### Clock distribution

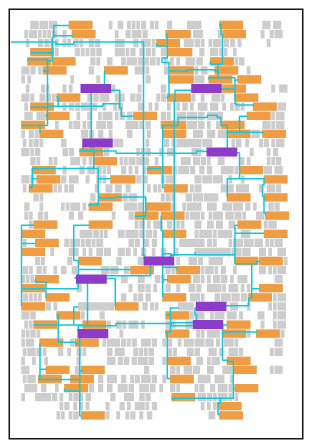
### The metal 1 layer

Supply wires on this layer in grey.
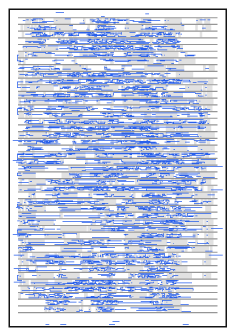
### Cell classes on the final placement

Bar = 20 µm.
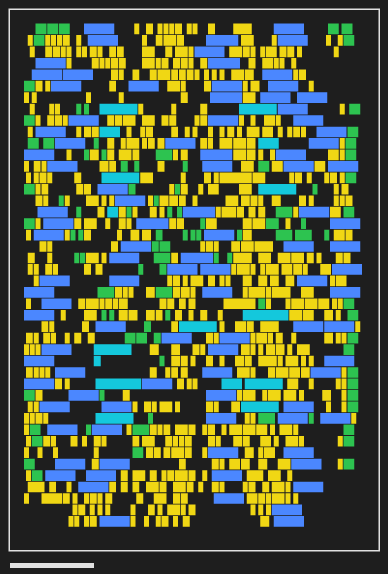
<file path="config.mk">
export PLATFORM = sky130hd
export DESIGN_NAME = ifetch_unit_flat
export DESIGN_NICKNAME = d
export VERILOG_FILES = /design/src/rtl/ifetch_pkg.sv /design/src/rtl/ifetch_unit_if.sv /design/src/rtl/pc_next_sel.sv /design/src/rtl/ifetch_unit.sv /design/src/flat_wrapper.sv
export SDC_FILE = /design/constraint.sdc
export NUM_CORES = 1
export LEC_CHECK = 0
export CORE_ASPECT_RATIO = 1.5
export CORE_MARGIN = 3
export CORE_UTILIZATION = 55
export CTS_CLUSTER_SIZE = 12
export DETAILED_ROUTE_END_ITERATION = 6
export DONT_BUFFER_PORTS = 1
export GPL_TIMING_DRIVEN = 0
export PLACE_DENSITY_LB_ADDON = 0.3
export SYNTH_ARGS = -nofsm -noshare
export SYNTH_HDL_FRONTEND = slang
export SYNTH_HIERARCHICAL = 1
export SYNTH_SLANG_ARGS = --single-unit
</file>
<file path="constraint.sdc">
create_clock -name clock -period 3.3 [get_ports clock]
set_input_delay 0.825 -clock clock [delete_from_list [all_inputs] [get_ports clock]]
set_output_delay 0.825 -clock clock [all_outputs]
set_load 0.005 [all_outputs]
</file>
<file path="src/rtl/ifetch_pkg.sv">
// ifetch_pkg: shared types and constants for the instruction fetch unit.
// Latency: n/a (types, constants and a pure helper function only).
// Backpressure: n/a.
package ifetch_pkg;

  // Two-phase fetch/execute sequencing.
  typedef enum logic {
    FETCH = 1'b0,
    EXEC  = 1'b1
  } state_e;

  localparam logic [31:0] RESET_PC = 32'h0000_0000;
  localparam logic [31:0] PC_STEP  = 32'd4;

  // The ALU reports branch targets as word addresses; convert to a byte address.
  function automatic logic [31:0] word_to_byte(input logic [31:0] word_addr);
    return {word_addr[29:0], 2'b00};
  endfunction

endpackage

</file>
<file path="src/rtl/ifetch_unit_if.sv">
// ifetch_unit_if: instruction-memory request/ack handshake.
// Latency: n/a (wires only). The ack may arrive in the same cycle as the request.
// Backpressure: memory stalls the fetcher by holding imem_ack low; the request stays stable meanwhile.
// Ports: imem_req/imem_addr (fetcher -> memory), imem_ack/imem_rdata (memory -> fetcher).
interface ifetch_unit_if;
  logic        imem_req;
  logic [31:0] imem_addr;
  logic        imem_ack;
  logic [31:0] imem_rdata;

  // Fetcher side.
  modport master (
    output imem_req,
    output imem_addr,
    input  imem_ack,
    input  imem_rdata
  );

  // Instruction-memory side.
  modport slave (
    input  imem_req,
    input  imem_addr,
    output imem_ack,
    output imem_rdata
  );
endinterface

</file>
<file path="src/rtl/pc_next_sel.sv">
// pc_next_sel: picks the next PC from jr / jump / taken-branch / sequential targets.
// Latency: purely combinational.
// Backpressure: none; the caller decides when the result is loaded.
// Ports: pc_plus_4_i, instr_i, addr_result_i, read_data_1_i, branch/nbranch/zero/jmp/jal/jr_i -> next_pc_o.
module pc_next_sel
  import ifetch_pkg::*;
(
  input  logic [31:0] pc_plus_4_i,
  input  logic [31:0] instr_i,
  input  logic [31:0] addr_result_i,
  input  logic [31:0] read_data_1_i,
  input  logic        branch_i,
  input  logic        nbranch_i,
  input  logic        zero_i,
  input  logic        jmp_i,
  input  logic        jal_i,
  input  logic        jr_i,
  output logic [31:0] next_pc_o
);

  logic taken;

  always_comb begin
    taken = (branch_i & zero_i) | (nbranch_i & ~zero_i);
    // jr wins over jal, so jalr jumps to rs while the caller still updates the link.
    if (jr_i) begin
      next_pc_o = {read_data_1_i[31:2], 2'b00};
    end else if (jmp_i | jal_i) begin
      next_pc_o = {pc_plus_4_i[31:28], instr_i[25:0], 2'b00};
    end else if (taken) begin
      next_pc_o = word_to_byte(addr_result_i);
    end else begin
      next_pc_o = pc_plus_4_i;
    end
  end

  // Opcode bits, the top of the word target and the rs byte offset do not affect the PC.
  logic unused_bits;
  assign unused_bits = &{1'b0, instr_i[31:26], addr_result_i[31:30], read_data_1_i[1:0]};

endmodule

</file>
<file path="src/rtl/ifetch_unit.sv">
// ifetch_unit: two-state instruction fetcher (FETCH -> EXEC) with PC, link register and optional retire counter.
// Latency: 2 cycles per instruction minimum (one FETCH cycle with same-cycle ack, then one EXEC cycle).
// Backpressure: FETCH waits on imem_ack with the request held; stall freezes EXEC.
// Ports: clock/reset (sync, active high), imem (master handshake), ALU/decode inputs,
//        Instruction/instr_valid/PC_plus_4/link_addr/retired_cnt outputs.
// Build option: define IFETCH_PERF_EN to get a wrapping retired-instruction counter; otherwise retired_cnt reads 0.
module ifetch_unit
  import ifetch_pkg::*;
(
  input  logic                clock,
  input  logic                reset,
  ifetch_unit_if.master       imem,
  input  logic [31:0]         Addr_Result,
  input  logic                Zero,
  input  logic [31:0]         Read_data_1,
  input  logic                Branch,
  input  logic                nBranch,
  input  logic                Jmp,
  input  logic                Jal,
  input  logic                Jr,
  input  logic                stall,
  output logic [31:0]         Instruction,
  output logic                instr_valid,
  output logic [31:0]         PC_plus_4,
  output logic [31:0]         link_addr,
  output logic [31:0]         retired_cnt
);

  state_e      state_q;
  logic [31:0] pc_q;
  logic [31:0] instr_q;
  logic        valid_q;
  logic [31:0] link_q;
  logic [31:0] next_pc_d;
  logic        retire;

  assign PC_plus_4 = pc_q + PC_STEP;

  // The request is masked while reset is held so no fetch is issued during reset,
  // and rises as soon as reset drops because the state is already FETCH.
  assign imem.imem_req  = (state_q == FETCH) & ~reset;
  assign imem.imem_addr = pc_q;

  assign Instruction = instr_q;
  assign instr_valid = valid_q;
  assign link_addr   = link_q;

  assign retire = (state_q == EXEC) & ~stall;

  pc_next_sel u_pc_next_sel (
    .pc_plus_4_i   (PC_plus_4),
    .instr_i       (instr_q),
    .addr_result_i (Addr_Result),
    .read_data_1_i (Read_data_1),
    .branch_i      (Branch),
    .nbranch_i     (nBranch),
    .zero_i        (Zero),
    .jmp_i         (Jmp),
    .jal_i         (Jal),
    .jr_i          (Jr),
    .next_pc_o     (next_pc_d)
  );

  always_ff @(posedge clock) begin
    if (reset) begin
      state_q <= FETCH;
      pc_q    <= RESET_PC;
      instr_q <= '0;
      valid_q <= 1'b0;
      link_q  <= '0;
    end else if (state_q == FETCH) begin
      // An ack is only meaningful here; in EXEC it is ignored.
      if (imem.imem_ack) begin
        instr_q <= imem.imem_rdata;
        valid_q <= 1'b1;
        state_q <= EXEC;
      end
    end else if (!stall) begin
      pc_q    <= next_pc_d;
      valid_q <= 1'b0;
      state_q <= FETCH;
      if (Jal) begin
        link_q <= PC_plus_4;
      end
    end
  end

`ifdef IFETCH_PERF_EN
  logic [31:0] retired_q;

  always_ff @(posedge clock) begin
    if (reset) begin
      retired_q <= '0;
    end else if (retire) begin
      retired_q <= retired_q + 32'd1;
    end
  end

  assign retired_cnt = retired_q;
`else
  assign retired_cnt = '0;

  logic unused_retire;
  assign unused_retire = retire;
`endif

endmodule

</file>
<file path="src/flat_wrapper.sv">
// flat-port wrapper written by rule: the top's interface ports become plain ports
module ifetch_unit_flat import ifetch_pkg::*;
  (clock, reset, Addr_Result, Zero, Read_data_1, Branch, nBranch, Jmp, Jal, Jr, stall, Instruction, instr_valid, PC_plus_4, link_addr, retired_cnt, imem_imem_req, imem_imem_addr, imem_imem_ack, imem_imem_rdata);
  ifetch_unit_if imem_i ();
  input  logic clock;
  input  logic reset;
  input  logic [31:0] Addr_Result;
  input  logic Zero;
  input  logic [31:0] Read_data_1;
  input  logic Branch;
  input  logic nBranch;
  input  logic Jmp;
  input  logic Jal;
  input  logic Jr;
  input  logic stall;
  output logic [31:0] Instruction;
  output logic instr_valid;
  output logic [31:0] PC_plus_4;
  output logic [31:0] link_addr;
  output logic [31:0] retired_cnt;
  output wire logic [$bits(imem_i.imem_req)-1:0] imem_imem_req;
  output wire logic [$bits(imem_i.imem_addr)-1:0] imem_imem_addr;
  input wire logic [$bits(imem_i.imem_ack)-1:0] imem_imem_ack;
  input wire logic [$bits(imem_i.imem_rdata)-1:0] imem_imem_rdata;
  assign imem_imem_req = imem_i.imem_req;
  assign imem_imem_addr = imem_i.imem_addr;
  assign imem_i.imem_ack = imem_imem_ack;
  assign imem_i.imem_rdata = imem_imem_rdata;
  ifetch_unit u_core (.clock(clock), .reset(reset), .imem(imem_i), .Addr_Result(Addr_Result), .Zero(Zero), .Read_data_1(Read_data_1), .Branch(Branch), .nBranch(nBranch), .Jmp(Jmp), .Jal(Jal), .Jr(Jr), .stall(stall), .Instruction(Instruction), .instr_valid(instr_valid), .PC_plus_4(PC_plus_4), .link_addr(link_addr), .retired_cnt(retired_cnt));
endmodule
</file>
==> flow_summary.json <==
{
  "postRouteAntennaNets": 0,
  "netlist_area_mm2": 0.005480,
  "worst-r2r-setup-slack_ns": 0.61,
  "drv_slew": 0,
  "critPathRequiredTime_ns": 2.47,
  "wl_um": 18970,
  "p_leak_nw": 2.331,
  "path_clk_slew_ns": 0.06,
  "cts_setup_buffers": 0,
  "hold_path_depth": 2,
  "area_share_nonclk_buffers_pct": 9.604,
  "viasPerCell": 6.186,
  "clock_sinks": 98,
  "worstSetupStartpointType": "register",
  "seq_area_share_pct": 32.12,
  "dp_slack_ns": 0.1720,
  "ys_seq_share_pct": 35.80,
  "crit_cells": 4,
  "synth_top_area_share_pct": 35.80,
  "cpPeakStageDelay_ns": 0.65,
  "reg2reg_from": "u_core/imem.imem_addr[5]",
  "clk_path_buf_depth": 2,
  "port-buffer-count": 0,
  "top_layer": "met4",
  "ys_area_mm2": 0.005480,
  "fp-utilization_pct": 56.56,
  "min_to": "u_core/link_addr[3]",
  "final_util_pct": 63.33,
  "top_cell": "nand2_1",
  "coreArea_mm2": 0.009689,
  "fin_nets": 901,
  "path_max_fanout": 7,
  "fmax_ghz": 0.3084,
  "slew_headroom_pct": 52.46,
  "finalClockPeriodUsage_pct": 98.27,
  "synth_top_cell_by_area": "dfxtp_1",
  "fp.dieH_um": 128.3,
  "crit_path_end_kind": "output port",
  "inv_count": 34,
  "crit_type": "register to output port",
  "drcViolationCount": 0,
  "syn_area_per_cell_um2": 7.288,
  "critical_path_buf_inv_count": 0,
  "ys.flop_type": "dfxtp_1",
  "layout.cells.non_filler": 914,
  "die_x_um": 87.50,
  "grt_overflow": 0,
  "async_reset_ff_share_pct": 0,
  "p_int_mw": 2.089,
  "ys_sh_xor_pct": 2.877,
  "top_logic_kind": "simple AND/OR/NAND/NOR gates",
  "routed-wl-met2_um": 9463,
  "n_fill_cell": 914,
  "whs_ns": 0.4784,
  "drive_gt1_share_pct": 12.14,
  "routedLengthMet1_um": 6613,
  "ys_sh_mux_pct": 0.4566,
  "crit_path_cell_trace": "nand4_1, or4_1, or3_1, nand2_1",
  "grt_max_degree": 16,
  "area_growth_pct": 11.96,
  "logic_gates": 556,
  "top_usage_layer": "met2",
  "fin_area_mm2": 0.006136,
  "arrival_ns": 2.42,
  "ff_count": 98,
  "ioPinCount": 268,
  "hold_violations": 0,
  "tap_cells": 115,
  "vdd_ir_drop_max_uv": 331.6,
  "clock_area_share_pct": 5.526,
  "buffers": 95,
  "wl_met3_um": 2117,
  "synth_adder_area_share_pct": 0.2283,
  "dp_cells": 898,
  "wire_per_inst_um": 20.75,
  "warning_count": 30,
  "finClkSkew_ns": 0.005783,
  "clkPwrFrac_pct": 41.6,
  "clkLatencyLatePin_ns": 0.35,
  "hold_buffers": 0,
  "postPlaceCellArea_mm2": 0.005741,
  "seqPwrFrac_pct": 46.0,
  "outcome": "finished clean",
  "cts_buffers": 9,
  "finalPower_mw": 2.829,
  "post_cts_resized": 2,
  "ys_top_cells_by_count": "nand2_1, a21oi_1, dfxtp_1, nand3_1, buf_4",
  "vias": 5654,
  "critPathTopFamily": "simple AND/OR/NAND/NOR gates",
  "p_sw_mw": 0.7394,
  "antenna_found_initial": 0,
  "syn_inst": 752,
  "final-comb-area_mm2": 0.002965,
  "critPathSlowestCell": "or4_1",
  "swShare_pct": 26.14,
  "cts_tree": "done",
  "clockBufferCount": 12,
  "hp-start": "u_core/link_addr[3]",
  "row_count": 44,
  "routabilityCongestion": 1.031,
  "synth_cell_type_count": 44,
  "setup-violations-final": 0,
  "grt_pass1_vias": 5336
}
Back to the opening pictures, 'Clock distribution':
[orange] flip-flops | count: 98
[cyan] clock wires | length: 1,160 µm
[purple] clock drivers | count: 9
routed clock nets	10

Back to the opening pictures, 'The metal 1 layer':
longest straight run	44.2 µm
share of all routed wire	35%

Back to the opening pictures, 'Cell classes on the final placement':
colour	class	cells
cyan	clock drivers and dummy loads	16
green	other buffers and delay cells	95
yellow	combinational and other logic	590
blue	flops	98

